## src/rtl/mac_pe_array_cell_if.sv

```systemverilog
// Operand, forwarding and drain-chain signals of one systolic MAC processing element.
interface mac_pe_array_cell_if #(
  parameter int DW = 8,
  parameter int AW = 32
);
  logic          en;
  logic          in_valid;
  logic          clr;
  logic [DW-1:0] data_in;
  logic [DW-1:0] weight_in;
  logic [DW-1:0] data_out;
  logic [DW-1:0] weight_out;
  logic          out_valid;
  logic [AW-1:0] acc;
  logic          ovf;
  logic          load;
  logic          shift;
  logic [AW-1:0] drain_in;
  logic          drain_vld_in;
  logic [AW-1:0] drain_out;
  logic          drain_vld;

  modport master (
    output en, in_valid, clr, data_in, weight_in, load, shift, drain_in, drain_vld_in,
    input  data_out, weight_out, out_valid, acc, ovf, drain_out, drain_vld
  );

  modport slave (
    input  en, in_valid, clr, data_in, weight_in, load, shift, drain_in, drain_vld_in,
    output data_out, weight_out, out_valid, acc, ovf, drain_out, drain_vld
  );
endinterface

```

## src/rtl/mac_pe_array_cell.sv

```systemverilog
// Systolic-array MAC cell: forwards operands east/south, accumulates signed products
// with optional saturation, and owns one stage of a result drain chain. AW must be >= 2*DW.
module mac_pe_array_cell #(
  parameter int DW  = 8,
  parameter int AW  = 32,
  parameter int SAT = 1
) (
  input logic                clk,
  input logic                rst,
  mac_pe_array_cell_if.slave pe
);

  localparam logic [AW-1:0] ACC_MAX = {1'b0, {(AW-1){1'b1}}};
  localparam logic [AW-1:0] ACC_MIN = {1'b1, {(AW-1){1'b0}}};

  logic [DW-1:0] data_q, data_d;
  logic [DW-1:0] weight_q, weight_d;
  logic          vld_q, vld_d;
  logic [AW-1:0] acc_q, acc_d;
  logic          ovf_q, ovf_d;
  logic [AW-1:0] drain_q, drain_d;
  logic          drain_vld_q, drain_vld_d;

  logic signed [2*DW-1:0] data_sx, weight_sx, prod;
  logic signed [AW:0]     prod_ext, base_ext, sum;
  logic                   sum_ovf;
  logic [AW-1:0]          acc_mac;

  // One guard bit above AW makes overflow a simple disagreement of the top two bits.
  assign data_sx   = {{DW{pe.data_in[DW-1]}}, pe.data_in};
  assign weight_sx = {{DW{pe.weight_in[DW-1]}}, pe.weight_in};
  assign prod      = data_sx * weight_sx;
  assign prod_ext  = {{(AW+1-2*DW){prod[2*DW-1]}}, prod};
  assign base_ext  = pe.clr ? '0 : {acc_q[AW-1], acc_q};
  assign sum       = base_ext + prod_ext;
  assign sum_ovf   = sum[AW] ^ sum[AW-1];

  always_comb begin
    acc_mac = sum[AW-1:0];
    if (sum_ovf && (SAT != 0)) begin
      acc_mac = sum[AW] ? ACC_MIN : ACC_MAX;
    end
  end

  always_comb begin
    // NOTE: every next-state value defaults to "hold" first so no path leaves it unassigned (no latches).
    data_d      = data_q;
    weight_d    = weight_q;
    vld_d       = vld_q;
    acc_d       = acc_q;
    ovf_d       = ovf_q;
    drain_d     = drain_q;
    drain_vld_d = drain_vld_q;

    if (pe.en) begin
      data_d   = pe.data_in;
      weight_d = pe.weight_in;
      vld_d    = pe.in_valid;

      if (pe.in_valid) begin
        acc_d = acc_mac;
        ovf_d = (pe.clr ? 1'b0 : ovf_q) | sum_ovf;
      end else if (pe.clr) begin
        acc_d = '0;
        ovf_d = 1'b0;
      end

      // Drain captures the pre-update accumulator, so a tile can close and reopen in one cycle.
      if (pe.load) begin
        drain_d     = acc_q;
        drain_vld_d = 1'b1;
      end else if (pe.shift) begin
        drain_d     = pe.drain_in;
        drain_vld_d = pe.drain_vld_in;
      end
    end
  end

  always_ff @(posedge clk) begin
    // NOTE: sequential state uses non-blocking assignments so all registers update together.
    if (rst) begin
      data_q      <= '0;
      weight_q    <= '0;
      vld_q       <= 1'b0;
      acc_q       <= '0;
      ovf_q       <= 1'b0;
      drain_q     <= '0;
      drain_vld_q <= 1'b0;
    end else begin
      data_q      <= data_d;
      weight_q    <= weight_d;
      vld_q       <= vld_d;
      acc_q       <= acc_d;
      ovf_q       <= ovf_d;
      drain_q     <= drain_d;
      drain_vld_q <= drain_vld_d;
    end
  end

  assign pe.data_out   = data_q;
  assign pe.weight_out = weight_q;
  assign pe.out_valid  = vld_q;
  assign pe.acc        = acc_q;
  assign pe.ovf        = ovf_q;
  assign pe.drain_out  = drain_q;
  assign pe.drain_vld  = drain_vld_q;

endmodule

```

## src/flat_wrapper.sv

```systemverilog
// flat-port wrapper written by rule: the top's interface ports become plain ports
module mac_pe_array_cell_flat 
#(
  parameter int DW  = 8,
  parameter int AW  = 32,
  parameter int SAT = 1
)
  (clk, rst, pe_en, pe_in_valid, pe_clr, pe_data_in, pe_weight_in, pe_load, pe_shift, pe_drain_in, pe_drain_vld_in, pe_data_out, pe_weight_out, pe_out_valid, pe_acc, pe_ovf, pe_drain_out, pe_drain_vld);
  mac_pe_array_cell_if #(.DW(DW), .AW(AW)) pe_i ();
  input logic clk;
  input logic rst;
  input wire logic [$bits(pe_i.en)-1:0] pe_en;
  input wire logic [$bits(pe_i.in_valid)-1:0] pe_in_valid;
  input wire logic [$bits(pe_i.clr)-1:0] pe_clr;
  input wire logic [$bits(pe_i.data_in)-1:0] pe_data_in;
  input wire logic [$bits(pe_i.weight_in)-1:0] pe_weight_in;
  input wire logic [$bits(pe_i.load)-1:0] pe_load;
  input wire logic [$bits(pe_i.shift)-1:0] pe_shift;
  input wire logic [$bits(pe_i.drain_in)-1:0] pe_drain_in;
  input wire logic [$bits(pe_i.drain_vld_in)-1:0] pe_drain_vld_in;
  output wire logic [$bits(pe_i.data_out)-1:0] pe_data_out;
  output wire logic [$bits(pe_i.weight_out)-1:0] pe_weight_out;
  output wire logic [$bits(pe_i.out_valid)-1:0] pe_out_valid;
  output wire logic [$bits(pe_i.acc)-1:0] pe_acc;
  output wire logic [$bits(pe_i.ovf)-1:0] pe_ovf;
  output wire logic [$bits(pe_i.drain_out)-1:0] pe_drain_out;
  output wire logic [$bits(pe_i.drain_vld)-1:0] pe_drain_vld;
  assign pe_i.en = pe_en;
  assign pe_i.in_valid = pe_in_valid;
  assign pe_i.clr = pe_clr;
  assign pe_i.data_in = pe_data_in;
  assign pe_i.weight_in = pe_weight_in;
  assign pe_i.load = pe_load;
  assign pe_i.shift = pe_shift;
  assign pe_i.drain_in = pe_drain_in;
  assign pe_i.drain_vld_in = pe_drain_vld_in;
  assign pe_data_out = pe_i.data_out;
  assign pe_weight_out = pe_i.weight_out;
  assign pe_out_valid = pe_i.out_valid;
  assign pe_acc = pe_i.acc;
  assign pe_ovf = pe_i.ovf;
  assign pe_drain_out = pe_i.drain_out;
  assign pe_drain_vld = pe_i.drain_vld;
  mac_pe_array_cell #(.DW(DW), .AW(AW), .SAT(SAT)) u_core (.clk(clk), .rst(rst), .pe(pe_i));
endmodule
```

## config.mk

```make
export PLATFORM = sky130hd
export DESIGN_NAME = mac_pe_array_cell_flat
export DESIGN_NICKNAME = d
export VERILOG_FILES = /design/src/rtl/mac_pe_array_cell_if.sv /design/src/rtl/mac_pe_array_cell.sv /design/src/flat_wrapper.sv
export SDC_FILE = /design/constraint.sdc
export NUM_CORES = 1
export LEC_CHECK = 0
export CAP_MARGIN = 10
export CORE_ASPECT_RATIO = 2
export CORE_UTILIZATION = 40
export CTS_CLUSTER_DIAMETER = 100
export DETAILED_ROUTE_END_ITERATION = 10
export GPL_TIMING_DRIVEN = 0
export SLEW_MARGIN = 20
export SYNTH_ARGS = -nofsm -noshare
export SYNTH_HDL_FRONTEND = slang
export SYNTH_SLANG_ARGS = --single-unit
```

## constraint.sdc

```tcl
create_clock -name clk -period 24.7 [get_ports clk]
set_input_delay 6.175 -clock clk [delete_from_list [all_inputs] [get_ports clk]]
set_output_delay 6.175 -clock clk [all_outputs]
set_load 0.005 [all_outputs]
```

Figure 1. Sequential cells grouped by signal name (run 1).
Other sequential cells in the stronger gray, the rest of the logic in the fainter gray.
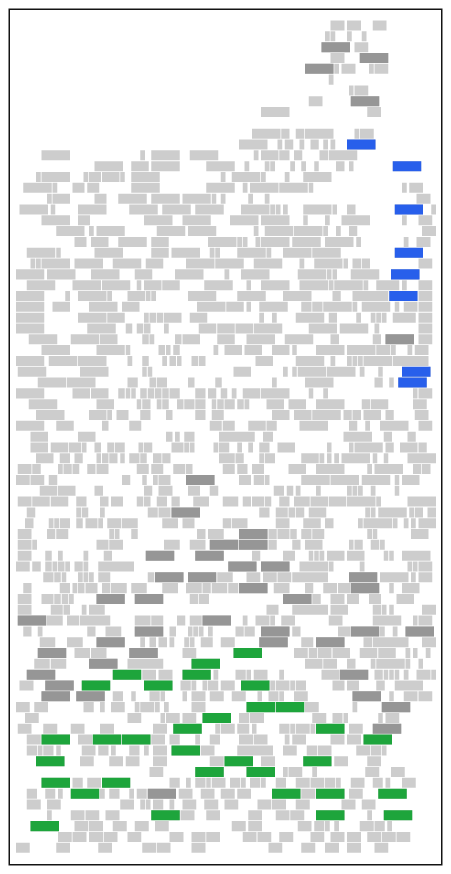
| name in the netlist | color | flops |
|---|---|---|
| u_core.pe.drain_out | green | 32 |
| u_core.pe.weight_out | blue | 8 |
register area: 1660 um^2
Core Util, Final: 49.7%
fraction of area in registers: 15.1%
Power Sequential: 0.000175 W

Figure 2. Track usage over the die (run 1).
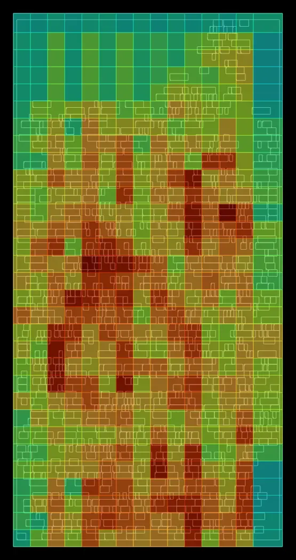
busiest grt layer: met2
global-route met1 utilization: 24.6%

Figure 3. Ports around the boundary (run 1).
Pins as bars across the die edge, other pins in gray.
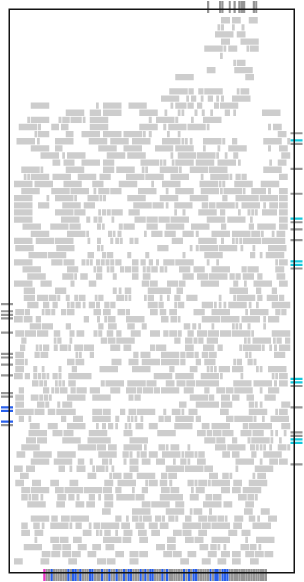
| port | color | pins | direction | edge |
|---|---|---|---|---|
| pe_weight_in | cyan | 8 | input | right |
| clk | magenta | 1 | input | bottom |
| pe_drain_in | blue | 32 | input | 29 bottom, 3 left |
Die W: 108 um
number of port buffers: 128
Die H: 215 um

==> run 1: metrics by stage <==
| step | hold WS (ps) | utilization (%) | cell area, um^2 | worst slack [ps] | std cells |
|---|---|---|---|---|---|
| 3_3_place_gp | 447 | 48.2 | 10700 | 10680 | 1315 |
| 2_1_floorplan | 458 | - | 9050 | 11920 | 911 |
| 6_report | 471 | 49.7 | 11000 | 11750 | 1332 |
| 5_1_grt | 500 | 49.7 | 11000 | 11280 | 1332 |
| 3_5_place_dp | 463 | 48.3 | 10700 | 11340 | 1316 |
| 4_1_cts | 473 | 49.7 | 11000 | 11700 | 1332 |
==> run 1: registers in the layout (all words and copies together), names as in the netlist <==
signal                flops
u_core.pe.acc            32
u_core.pe.data_out        8
u_core.pe.drain_out      32
u_core.pe.drain_vld       1
u_core.pe.out_valid       1
u_core.pe.ovf             1
u_core.pe.weight_out      8
==> run 1: placed cells by master, fill, tap and decap left out, types with 6 or more instances in the layout <==
master             n
clkbuf_1          35
a22o_1             6
o21a_1             9
nand2_1           50
nand3_1            9
a21oi_1           33
a21o_1             7
clkdlybuf4s50_1  128
a211oi_1          35
inv_1            107
nor2_1            77
xor2_1             8
xnor2_1           23
o21ai_0            9
a221o_2           20
mux2i_1           49
clkbuf_16          9
nor2b_1           26
maj3_1             6
ha_1              72
dfxtp_1           83
and2_1            31
fa_1             140
nand2b_1          12
o211ai_1           8
==> run 1: area by class of cell <==
type / count / area [um^2] / share of cell area (%)
inverter: 108 / 405 / 3.68
multi-input combinational: 676 / 6790 / 61.7
clock inverter: 7 / 81.3 / 0.739
sequential: 83 / 1660 / 15.1
timing repair buffer: 129 / 1300 / 11.8
buffer: 44 / 193 / 1.75
tap: 276 / 345 / 3.14
clock buffer: 9 / 225 / 2.05
==> GITHUB_STEP_SUMMARY, run 1 <==
## Implementation flow summary

| Metric | Value |
|---|---|
| Drt wl/cell | 19.8 um |
| Via/cell ratio | 5.30 |
| Floorplan Nets | 1179 |
| IO Count | 139 |
| Mapped Area | 9050 um^2 |
| Post-synthesis xor/xnor area fraction | 3.00% |
| Crit path max-delay family | adder cells |
| P_int | 0.000774 W |
| FP Core Util | 40.8% |
| Crit path largest cell delay | 730 ps |
| Pwr Total | 0.00159 W |
| Cell mode on critical path | fa_1 |
| Max_cap viols | 0 |
| Final period utilization | 52.4% |
| TritonCTS Buffers | 9 |
| Yosys Chip Area | 9050 um^2 |
| GPL Wtd Cong | 0.910 |
| Register area share after synthesis | 18.4% |
| Critical Path Start | pe_weight_in[2] |
| Final hold vios | 0 |
| Pwr/cell area | 144 nW/um^2 |
| Hold-fix buffers, CTS | 0 |
| Initial antenna violation count | 0 |
| Clock Pin Slew Worst Setup and Hold Paths | 80 ps |
| Relative slew slack | 43.2% |
| Slowest cell on crit path | clkdlybuf4s50_1 |
| Leading area contributor after synthesis | fa_1 |
| Global routing met3 resource utilization | 2.31% |
| Global-route wire length before repair | 42.0 mm |
| Crit path capture type | register |
| CP Capture Point | u_core.pe.acc[26] |
| Drt drc | 0 |
| Number of global-route vias before repair | 7550 |
| Mux share | 5.42% |
| Clk pwr share | 8.8% |
| Core ar. | 22200 um^2 |
| CTS H-tree lvls | 3 |
| Routed Antenna Nets | 0 |
| Worst VDD drop | 152 uV |
| Main flop type | dfxtp_1 |
| Final Net Count | 1319 |
| Ys async rst share | 0% |
| R2r startpoint | u_core.pe.acc[6] |
| Met2 usage | 47.6% |
| Largest net degree at the start of global routing | 25 |
| Post-synth EDFFs | 0 |
| Adder Share, Synth | 41.6% |
| Synthesized flop and latch total | 83 |
| RSZ-0062 raised after global routing | false |
| CP Depth | 20 |
| P_comb | 0.00127 W |
| Switch Pwr | 0.000816 W |
| Global route overflow | 0 |
| Switching Share | 51.3% |
| Final Max Tran Viols | 0 |
| CTS tree | done |
| Max-area cell share | 31.0% |
| Clk_skew | 7.99 ps |
| Late-Pin Clk Latency | 360 ps |
| FF-to-FF End | u_core.pe.acc[26] |
| Hpwl dp | 22.4 mm |
| Routed wl met2 | 15.7 mm |
| CP Cell Sequence | clkdlybuf4s50_1 > nand2_1 > fa_1 > fa_1 > inv_1 > fa_1 > fa_1 > ha_1 > ha_1 > clkbuf_1 > a21oi_1 > o21ai_0 > a21oi_1 > nand2_1 > a2111o_1 > o211a_1 > buf_2 > o21a_2 > buf_4 > a221o_2 |
| Number of antenna cells inserted | 0 |
| Count leader, synth | fa_1 |
| Buf+Inv Stages, Crit Path | 5 |
| Top logic family | adder cells |
| Fill cells | 2151 |
| Outcome | finished clean |
| Reg power frac | 11.0% |
| Biggest area cells | fa_1 31%, dfxtp_1 18%, ha_1 10%, mux2i_1 5.4%, inv_1 4.4% |
| WP data arrival | 13200 ps |
| Worst Path Required | 24950 ps |
| Root Driver | clkbuf_16 |
| Worst-Margin Slew | 852 ps |
| Drt pass-1 iters | 4 |
| Drt initial violations | 245 |
| DRT met1 WL | 8.79 mm |
| Simple share | 11.7% |
| Gr usage total | 24.4% |
| Final min period | 12950 ps |
| Hold_sp | u_core.pe.ovf |
| Total tool warning count | 28 |
| Full die area | 23300 um^2 |
| WL final | 26.3 mm |
| Netlist cell types | 52 |
| Compound Share, Synth | 13.4% |
| Startpoint types | primary input |
| Met3 WL | 470 um |
==> inputs of run 2 (changes only) <==
Clock period 24.7 ns to 13 ns, I/O delays scaled along.
==> GITHUB_STEP_SUMMARY, run 2 <==
## Implementation flow summary

| Metric | Value |
|---|---|
| Met3 WL | 470 um (unchanged) |
| Routed Antenna Nets | 0 (unchanged) |
| Dominant logic cell type in the layout | fa_1 (unchanged) |
| Count leader, synth | fa_1 (unchanged) |
| Die H | 215 um (unchanged) |
| Drt initial violations | 245 (unchanged) |
| Fin worst setup slack | 2980 ps (was 11750 ps) |
| Global-route wire length before repair | 42.0 mm (unchanged) |
| Switch Pwr | 0.00155 W (was 0.000816 W) |
| Final period utilization | 77.1% |
| Number of port buffers | 128 (unchanged) |
| DRT met1 WL | 8.79 mm (unchanged) |
| FF-to-FF End | u_core.pe.acc[26] (unchanged) |
| Dpl ws | 2560 ps (was 11340 ps) |
| Simple share | 11.7% (unchanged) |
| WL final | 26.3 mm (unchanged) |
| Synthesized flop and latch total | 83 (unchanged) |
| Routed wl met2 | 15.7 mm (unchanged) |
| FP Core Util | 40.8% (unchanged) |
| Final Max Tran Viols | 0 (unchanged) |
| Drt pass-1 iters | 4 (unchanged) |
| Largest net degree at the start of global routing | 25 (unchanged) |
| Yosys Chip Area | 9050 um^2 (unchanged) |
| CP Capture Point | u_core.pe.acc[26] (unchanged) |
| Worst-Margin Slew | 852 ps (unchanged) |
| Non-filler cells, final | 1332 (unchanged) |
| Number of antenna cells inserted | 0 (unchanged) |
| Outcome | finished clean (unchanged) |
| Top logic family | adder cells (unchanged) |
| Compound Share, Synth | 13.4% (unchanged) |
| Placed cells | 1316 (unchanged) |
| Clk_skew | 7.99 ps (unchanged) |
| Initial antenna violation count | 0 (unchanged) |
| Pwr/cell area | 274 nW/um^2 (was 144 nW/um^2) |
| Cell mode on critical path | fa_1 (unchanged) |
| Number of global-route vias before repair | 7550 (unchanged) |
| Max_cap viols | 0 (unchanged) |
| Mux share | 5.42% (unchanged) |
| Post-synthesis xor/xnor area fraction | 3.00% (unchanged) |
| Main flop type | dfxtp_1 (unchanged) |
| Root Driver | clkbuf_16 (unchanged) |
| Full die area | 23300 um^2 (unchanged) |
| IO Count | 139 (unchanged) |
## run 2: cell counts after synthesis
No cell type changed its count.
## run 2: power by group through the flow
stage | clock (W) | sequential, W | combinational [W]
6_report | 0.000264 | 0.000333 | 0.00242
5_1_grt | 0.000280 | 0.000337 | 0.00271
4_1_cts | 0.000270 | 0.000334 | 0.00245
3_5_place_dp | 0 | 0.000340 | 0.00242
3_3_place_gp | 0 | 0.000339 | 0.00241
2_1_floorplan | 0 | 0.000325 | 0.00178
## run 2: critical path, delay by kind of cell
family	cells	cell delay [ps]
AOI/OAI and AO/OA	7	1820
and+or+nand+nor	2	360
adders and majority gates	6	2840
buffers and inverters	5	1970
## run 2: worst min path at each step
stage / end / cells after the start / slack, ps
4_1_cts: u_core.pe.ovf / 2 / 470
6_report: u_core.pe.ovf / 2 / 470
5_1_grt: u_core.pe.ovf / 2 / 500
2_1_floorplan: u_core.pe.ovf / 2 / 460
3_5_place_dp: u_core.pe.ovf / 2 / 460
3_3_place_gp: u_core.pe.ovf / 2 / 450
## run 2: stage by stage
step / hold slack [ps] / instance area [um^2]
6_report: 471 / 11000
4_1_cts: 473 / 11000
5_1_grt: 500 / 11000
3_3_place_gp: 447 / 10700
3_5_place_dp: 463 / 10700
2_1_floorplan: 458 / 9050
## run 2: cell type report
type	count	area share, %
Timing Repair Buffer	129	11.8
Inverter	108	3.68
Clock buffer	9	2.05
Multi-Input combinational cell	676	61.7
Tap cell	276	3.14
Buffer	44	1.75
Sequential cell	83	15.1
Clock inverter	7	0.739
## run 2: kinds of logic after synthesis
group	Yosys count
mux	49
xor+xnor	31
flops	83
fa+ha+maj	218
buf+inv	152
compound gates	157
simple gates	221
Figure 4. Track usage over the die (run 2).
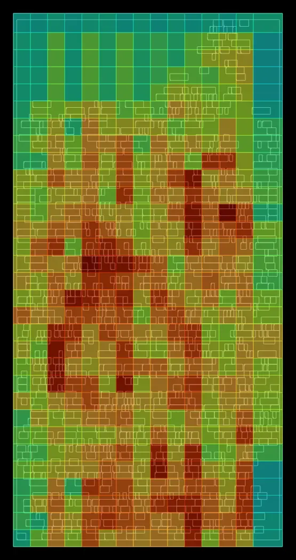
met2 usage: 47.6%
drt wl/cell: 19.8 um
global routing met3 resource utilization: 2.31%
gr usage total: 24.4%

==> inputs of run 3 (changes only) <==
Clock period 13 ns to 8.87 ns, I/O delays scaled along.
==> GITHUB_STEP_SUMMARY, run 3 <==
## Implementation flow summary

| Metric | Value |
|---|---|
| Buf+Inv Stages, Crit Path | 5 (unchanged) |
| Simple share | 11.7% (unchanged) |
| Yosys Chip Area | 9050 um^2 (unchanged) |
| Critical Path Start | pe_weight_in[3] (was pe_weight_in[2]) |
| Outcome | finished clean (unchanged) |
| Post-synth EDFFs | 0 (unchanged) |
| Via/cell ratio | 5.29 (was 5.30) |
| Count leader, synth | fa_1 (unchanged) |
| Worst-Margin Slew | 780 ps (was 852 ps) |
| Ys async rst share | 0% (unchanged) |
| Relative slew slack | 48.0% (was 43.2%) |
| R2r startpoint | u_core.pe.acc[6] (unchanged) |
| Number of antenna cells inserted | 0 (unchanged) |
| Drt pass-1 iters | 4 (unchanged) |
| Crit path max-delay family | adder cells (unchanged) |
| Hold_sp | u_core.pe.ovf (unchanged) |
| Synthesized flop and latch total | 83 (unchanged) |
| Switching Share | 51.1% (was 51.3%) |
| Final min period | 8540 ps |
| Root Driver | clkbuf_16 (unchanged) |
| Register area | 1660 um^2 (unchanged) |
| Compound Share, Synth | 13.4% (unchanged) |
| Startpoint types | primary input (unchanged) |
| Worst Path Required | 9120 ps (was 13250 ps) |
| Final Net Count | 1327 (was 1319) |
| CTS H-tree lvls | 3 (unchanged) |
| CTS tree | done (unchanged) |
| Final Max Tran Viols | 0 (unchanged) |
| Switch Pwr | 0.00227 W (was 0.00155 W) |
| Leading area contributor after synthesis | fa_1 (unchanged) |
| Global-route wire length before repair | 42.1 mm (was 42.0 mm) |
| P_int | 0.00217 W (was 0.00147 W) |
| IO Count | 139 (unchanged) |
| Clock Pin Slew Worst Setup and Hold Paths | 80 ps (about the same) |
| CP Depth | 20 (unchanged) |
| Clk pwr share | 8.7% (was 8.8%) |
| Mux share | 5.42% (unchanged) |
## run 3: cell counts after synthesis
No cell type changed its count.
## run 3: kinds of logic after synthesis
family / Yosys count
AOI/OAI and AO/OA: 157
xor gates and xnor gates: 31
adders and majority gates: 218
and+or+nand+nor: 221
muxes: 49
DFF: 83
buffers and inverters: 152
## run 3: repair_timing
action,4_1_cts,5_1_grt
endpoints found under the setup margin,20,31
buffers inserted,7,1
resized,3,8
hold buffers,0,0
hold endpoints to repair,0,0
## run 3: per-layer routing
layer	routed length [um]	global-route usage, %	share of wire (%)	vias up
li1	-	-	-	3333
met1	8650	24.5	33	3568
met2	15800	47.8	60	136
met3	627	2.31	2.4	57
met4	1280	12.5	4.9	0
met5	0	0	0	-
## run 3: power groups by stage
stage,Clock [W],Sequential [W],Combinational (W)
2_1_floorplan,0,0.000476,0.00260
3_3_place_gp,0,0.000498,0.00353
3_5_place_dp,0,0.000498,0.00355
4_1_cts,0.000396,0.000490,0.00360
5_1_grt,0.000410,0.000494,0.00400
6_report,0.000386,0.000489,0.00357
## run 3: area by class of cell
| type | instances | area share, % |
|---|---|---|
| buffer | 44 | 1.74 |
| tap | 276 | 3.11 |
| multi-input combinational | 676 | 61.2 |
| inverter | 108 | 3.75 |
| clock buffer | 9 | 2.03 |
| clock inverter | 7 | 0.732 |
| timing repair buffer | 137 | 12.5 |
| sequential | 83 | 14.9 |
## run 3: metrics by stage
step           hold WS (ps)  instances  power, W  area (um^2)
5_1_grt                 500       1340   0.00490        11100
6_report                472       1340   0.00444        11100
2_1_floorplan           458        911   0.00308         9050
3_5_place_dp            463       1316   0.00405        10700
4_1_cts                 473       1339   0.00449        11100
3_3_place_gp            447       1315   0.00403        10700
Figure 5. Track usage over the die (run 3).
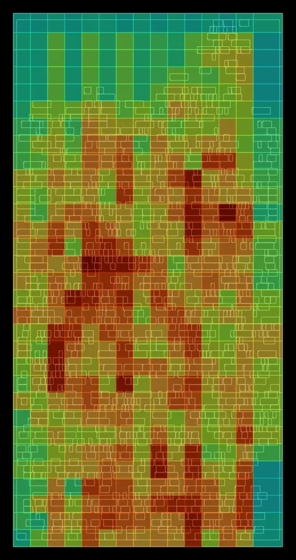
global-route met1 utilization: 24.5%
met2 usage: 47.8%
Core Util, Final: 50.2%
gr usage total: 24.5%

No activity file was given, so power comes from the tool's default toggle rates.
